## src/rtl/fifo_sched_ctrl_pkg.sv

```systemverilog
// Shared encodings for the FIFO drain scheduler: FSM states, default geometry, sink index.
package fc_sched_pkg;

  localparam int unsigned FIFO_COUNT_DEF = 5;
  localparam int unsigned DATA_WIDTH_DEF = 6;
  localparam int unsigned SINK_IDX       = FIFO_COUNT_DEF - 1;

  typedef enum logic [1:0] {
    ST_IDLE   = 2'd0,
    ST_ACTIVE = 2'd1,
    ST_PAUSE  = 2'd2,
    ST_ERROR  = 2'd3
  } sched_state_e;

  // The sink is always the highest-numbered FIFO.
  function automatic int unsigned sink_index(input int unsigned fifo_count);
    return fifo_count - 1;
  endfunction

endpackage

```

## src/rtl/fifo_sched_ctrl_rr_arbiter.sv

```systemverilog
// Round-robin picker: one-hot grant searching from last_grant+1, pointer advances on a grant.
module rr_arbiter #(
  parameter int unsigned N = 4,
  localparam int unsigned PW = (N > 1) ? $clog2(N) : 1
) (
  input  logic          clk,
  input  logic          rst,
  input  logic [N-1:0]  req,
  input  logic          enable,
  output logic [N-1:0]  grant,
  output logic [PW-1:0] last_grant
);

  logic [PW-1:0] idx;
  logic [PW-1:0] pick;
  logic          found;

  always_comb begin
    grant = '0;
    found = 1'b0;
    pick  = last_grant;
    idx   = '0;
    for (int unsigned k = 1; k <= N; k++) begin
      idx = PW'((32'(last_grant) + k) % N);
      if (enable && !found && req[idx]) begin
        grant[idx] = 1'b1;
        pick       = idx;
        found      = 1'b1;
      end
    end
  end

  always_ff @(posedge clk or negedge rst) begin
    if (!rst) begin
      last_grant <= PW'(N - 1);
    end else if (found) begin
      last_grant <= pick;
    end
  end

endmodule

```

## src/rtl/fifo_sched_ctrl.sv

```systemverilog
// Drains source FIFOs round-robin into one sink FIFO with pause hysteresis and sticky overflow error.
module fifo_sched_ctrl
  import fc_sched_pkg::*;
#(
  parameter int unsigned FIFO_COUNT = FIFO_COUNT_DEF,
  parameter int unsigned DATA_WIDTH = DATA_WIDTH_DEF
) (
  input  logic                                 clk,
  input  logic                                 rst,
  input  logic                                 enb,
  input  logic [FIFO_COUNT-1:0]                almost_full_in,
  input  logic [FIFO_COUNT-1:0]                full_in,
  input  logic [FIFO_COUNT-1:0]                almost_empty_in,
  input  logic [FIFO_COUNT-1:0]                empty_in,
  input  logic [FIFO_COUNT-2:0]                continuar,
  input  logic [(FIFO_COUNT-1)*DATA_WIDTH-1:0] src_data,
  output logic [FIFO_COUNT-2:0]                pop,
  output logic                                 push,
  output logic [DATA_WIDTH-1:0]                sink_data,
  output logic [1:0]                           state,
  output logic                                 idle,
  output logic                                 error
);

  localparam int unsigned NS   = FIFO_COUNT - 1;
  localparam int unsigned SINK = sink_index(FIFO_COUNT);
  localparam int unsigned PW   = (NS > 1) ? $clog2(NS) : 1;

  sched_state_e          state_q, state_d;
  logic                  sink_pause;
  logic [NS-1:0]         eligible;
  logic                  any_elig;
  logic                  grant_ok;
  logic                  overflow;
  logic [DATA_WIDTH-1:0] sel_data;
  logic [PW-1:0]         rr_last;
  logic                  unused_bits;

  assign eligible = ~empty_in[NS-1:0] & continuar;
  assign any_elig = |eligible;
  assign grant_ok = (state_q == ST_ACTIVE) && enb && !sink_pause && !full_in[SINK];
  assign overflow = push && full_in[SINK];
  assign state    = state_q;

  // Source-side level flags and the arbiter pointer are not needed by the scheduler itself.
  assign unused_bits = ^{almost_full_in[NS-1:0], full_in[NS-1:0],
                         almost_empty_in[NS-1:0], empty_in[SINK], rr_last};

  rr_arbiter #(.N(NS)) u_arb (
    .clk        (clk),
    .rst        (rst),
    .req        (eligible),
    .enable     (grant_ok),
    .grant      (pop),
    .last_grant (rr_last)
  );

  always_comb begin
    sel_data = '0;
    for (int unsigned i = 0; i < NS; i++) begin
      if (pop[i]) sel_data = src_data[i*DATA_WIDTH +: DATA_WIDTH];
    end
  end

  // Set on almost-full, release on almost-empty; set wins.
  always_ff @(posedge clk or negedge rst) begin
    if (!rst) begin
      sink_pause <= 1'b0;
    end else if (almost_full_in[SINK]) begin
      sink_pause <= 1'b1;
    end else if (almost_empty_in[SINK]) begin
      sink_pause <= 1'b0;
    end
  end

  always_comb begin
    state_d = state_q;
    case (state_q)
      ST_IDLE:   if (enb && any_elig && !sink_pause) state_d = ST_ACTIVE;
      ST_ACTIVE: begin
        if (sink_pause)             state_d = ST_PAUSE;
        else if (!any_elig || !enb) state_d = ST_IDLE;
      end
      ST_PAUSE:  if (!sink_pause) state_d = ST_IDLE;
      default:   state_d = ST_ERROR;
    endcase
    if (overflow) state_d = ST_ERROR;
  end

  always_ff @(posedge clk or negedge rst) begin
    if (!rst) begin
      state_q   <= ST_IDLE;
      push      <= 1'b0;
      sink_data <= '0;
      error     <= 1'b0;
      idle      <= 1'b1;
    end else begin
      state_q <= state_d;
      push    <= |pop;
      if (|pop) sink_data <= sel_data;
      error   <= error | overflow;
      idle    <= (state_d == ST_IDLE) && !(|pop);
    end
  end

endmodule

```

## config.mk

```make
export PLATFORM = sky130hd
export DESIGN_NAME = fifo_sched_ctrl
export DESIGN_NICKNAME = d
export VERILOG_FILES = /design/src/rtl/fifo_sched_ctrl_pkg.sv /design/src/rtl/fifo_sched_ctrl_rr_arbiter.sv /design/src/rtl/fifo_sched_ctrl.sv
export SDC_FILE = /design/constraint.sdc
export NUM_CORES = 1
export LEC_CHECK = 0
export ABC_AREA = 1
export CAP_MARGIN = 20
export CORE_UTILIZATION = 45
export CTS_BUF_LIST = sky130_fd_sc_hd__clkbuf_8
export CTS_CLUSTER_SIZE = 16
export DETAILED_ROUTE_END_ITERATION = 8
export GPL_TIMING_DRIVEN = 1
export PLACE_DENSITY = 0.86
export SYNTH_ARGS = -nofsm -noshare
export SYNTH_HDL_FRONTEND = slang
export SYNTH_SLANG_ARGS = --single-unit
```

## constraint.sdc

```tcl
create_clock -name clk -period 6 [get_ports clk]
set_input_delay 1.2 -clock clk [delete_from_list [all_inputs] [get_ports clk]]
set_output_delay 1.2 -clock clk [all_outputs]
set_load 0.02 [all_outputs]
```

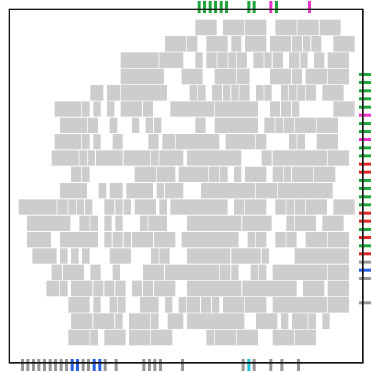
Fig. 1. Pin map (run 1).
Drawn at 6 px/um. Pins as bars across the die edge, other pins in gray.
[magenta] pop | pins: 4 | direction: output | edge: 2 top, 2 right
[green] src_data | pins: 24 | direction: input | edge: 15 right, 9 top
[cyan] idle | pins: 1 | direction: output | edge: bottom
[red] sink_data | pins: 6 | direction: output | edge: right
[blue] full_in | pins: 5 | direction: input | edge: 4 bottom, 1 right
Die H: 58.67 um
Buffers on Ports: 52
Die Span X: 58.67 um

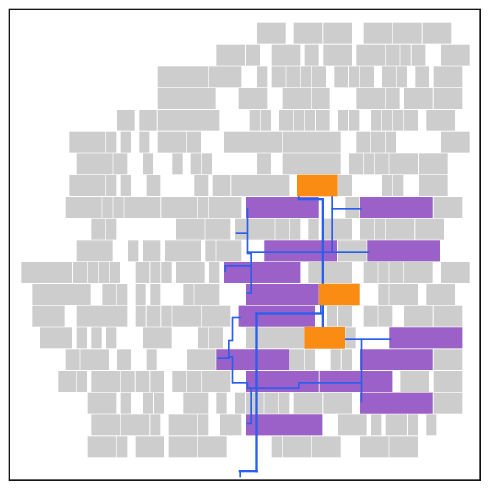
Fig. 2. Clock wires, drivers and flops (run 1).
Drawn at 8 px/um.
[purple] flip-flops | count: 14
[blue] clock wires | length: 152 um
[orange] cells driving clock nets | count: 3
routed clock nets: 4
Final Skew: 0.001290 ns
Clock Power Share: 40.3%
Clk power: 0.0880 mW
Worst-Skew Late Latency: 0.24 ns

==> metrics.csv, run 1 <==
stage,metric,value,unit
layout,Ant. Diodes,0,
worst_hold_path,Worst Hold Launch,error,
yosys,most used flip-flop cell,dfrtp_1,
status,status,finished clean,
layout,fraction of layout cells with a size suffix above 1,17.92,%
pwr,Top pwr grp,sequential cells,
routing,DRC,0,
yosys,"XOR Share, Synth",0.6061,%
layout,Non-clock buffer share,25.14,%
yosys,Post-synth EDFFs,0,
floorplan,core area,3053,um2
timing,RSZ-0062 raised after global routing,no,
pwr,"Power, Total",0.2185,mW
setup_path,worst reg2reg startpoint,u_arb.last_grant[1],
pwr,Logic pwr share,16.2,%
routing,drt total wl,3256,um
timing,Tcrit/Tclk final,77.70,%
yosys,Synth flops,14,
pwr,VDD IR-drop max,0.00006729,V
routing,DR vias/cell,4.930,
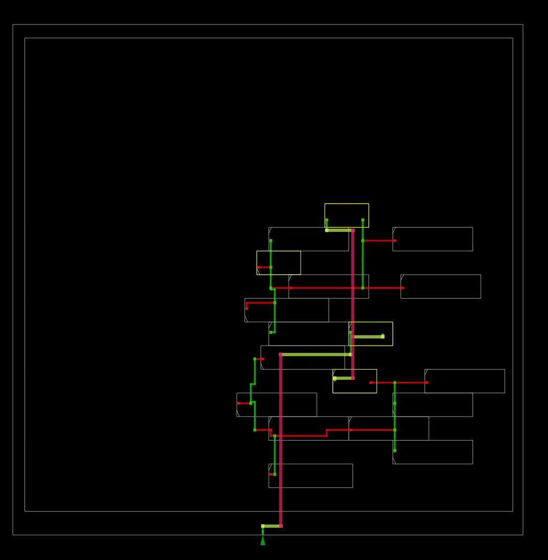
Fig. 3. Clock routing (run 1).
clock buffers: 4
CTS Buf Count: 3
seq_cells: 14

--- run 2 (diff from run 1) ---
CORE_UTILIZATION = 43   (was 45)
PLACE_DENSITY = 0.83   (was 0.86)
clock period = 4.5 ns   (was 6 ns; I/O delays follow)
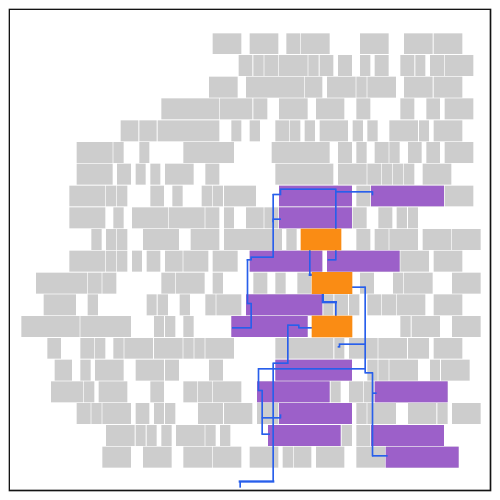
Fig. 4. Clock wires, drivers and flops (run 2).
Drawn at 8 px/um.
[purple] flip-flops | count: 14
[orange] cells driving clock nets | count: 3
[blue] clock wires | length: 153 um
routed clock nets: 4
Clock Power Share: 36.2%
Final Skew: 0.005609 ns

==> metrics.csv, run 2 <==
stage,metric,value,unit
status,status,finished clean,
layout,fraction of layout cells with a size suffix above 1,17.50,%
yosys,Post-synth EDFFs,0,
pwr,"Power, Total",0.2734,mW
floorplan,Die Span X,59.97,um
setup_path,worst reg2reg startpoint,u_arb.last_grant[1],
yosys,Synth flops,14,
placement,Buffers on Ports,52,
routing,DRC,0,
floorplan,core area,3128,um2
timing,Tcrit/Tclk final,90.23,%
layout,Non-clock buffer share,25.26,%
clock_tree,CTS Buf Count,3,
pwr,Logic pwr share,17.3,%
pwr,VDD IR-drop max,0.00007805,V
floorplan,Die H,59.97,um
layout,clock buffers,3,
pwr,Clk power,0.0991,mW
routing,drt total wl,3386,um
yosys,most used flip-flop cell,dfrtp_1,
routing,DR vias/cell,4.958,
layout,seq_cells,14,
clock_tree,Worst-Skew Late Latency,0.24,ns
No activity file was given, so power comes from the tool's default toggle rates.
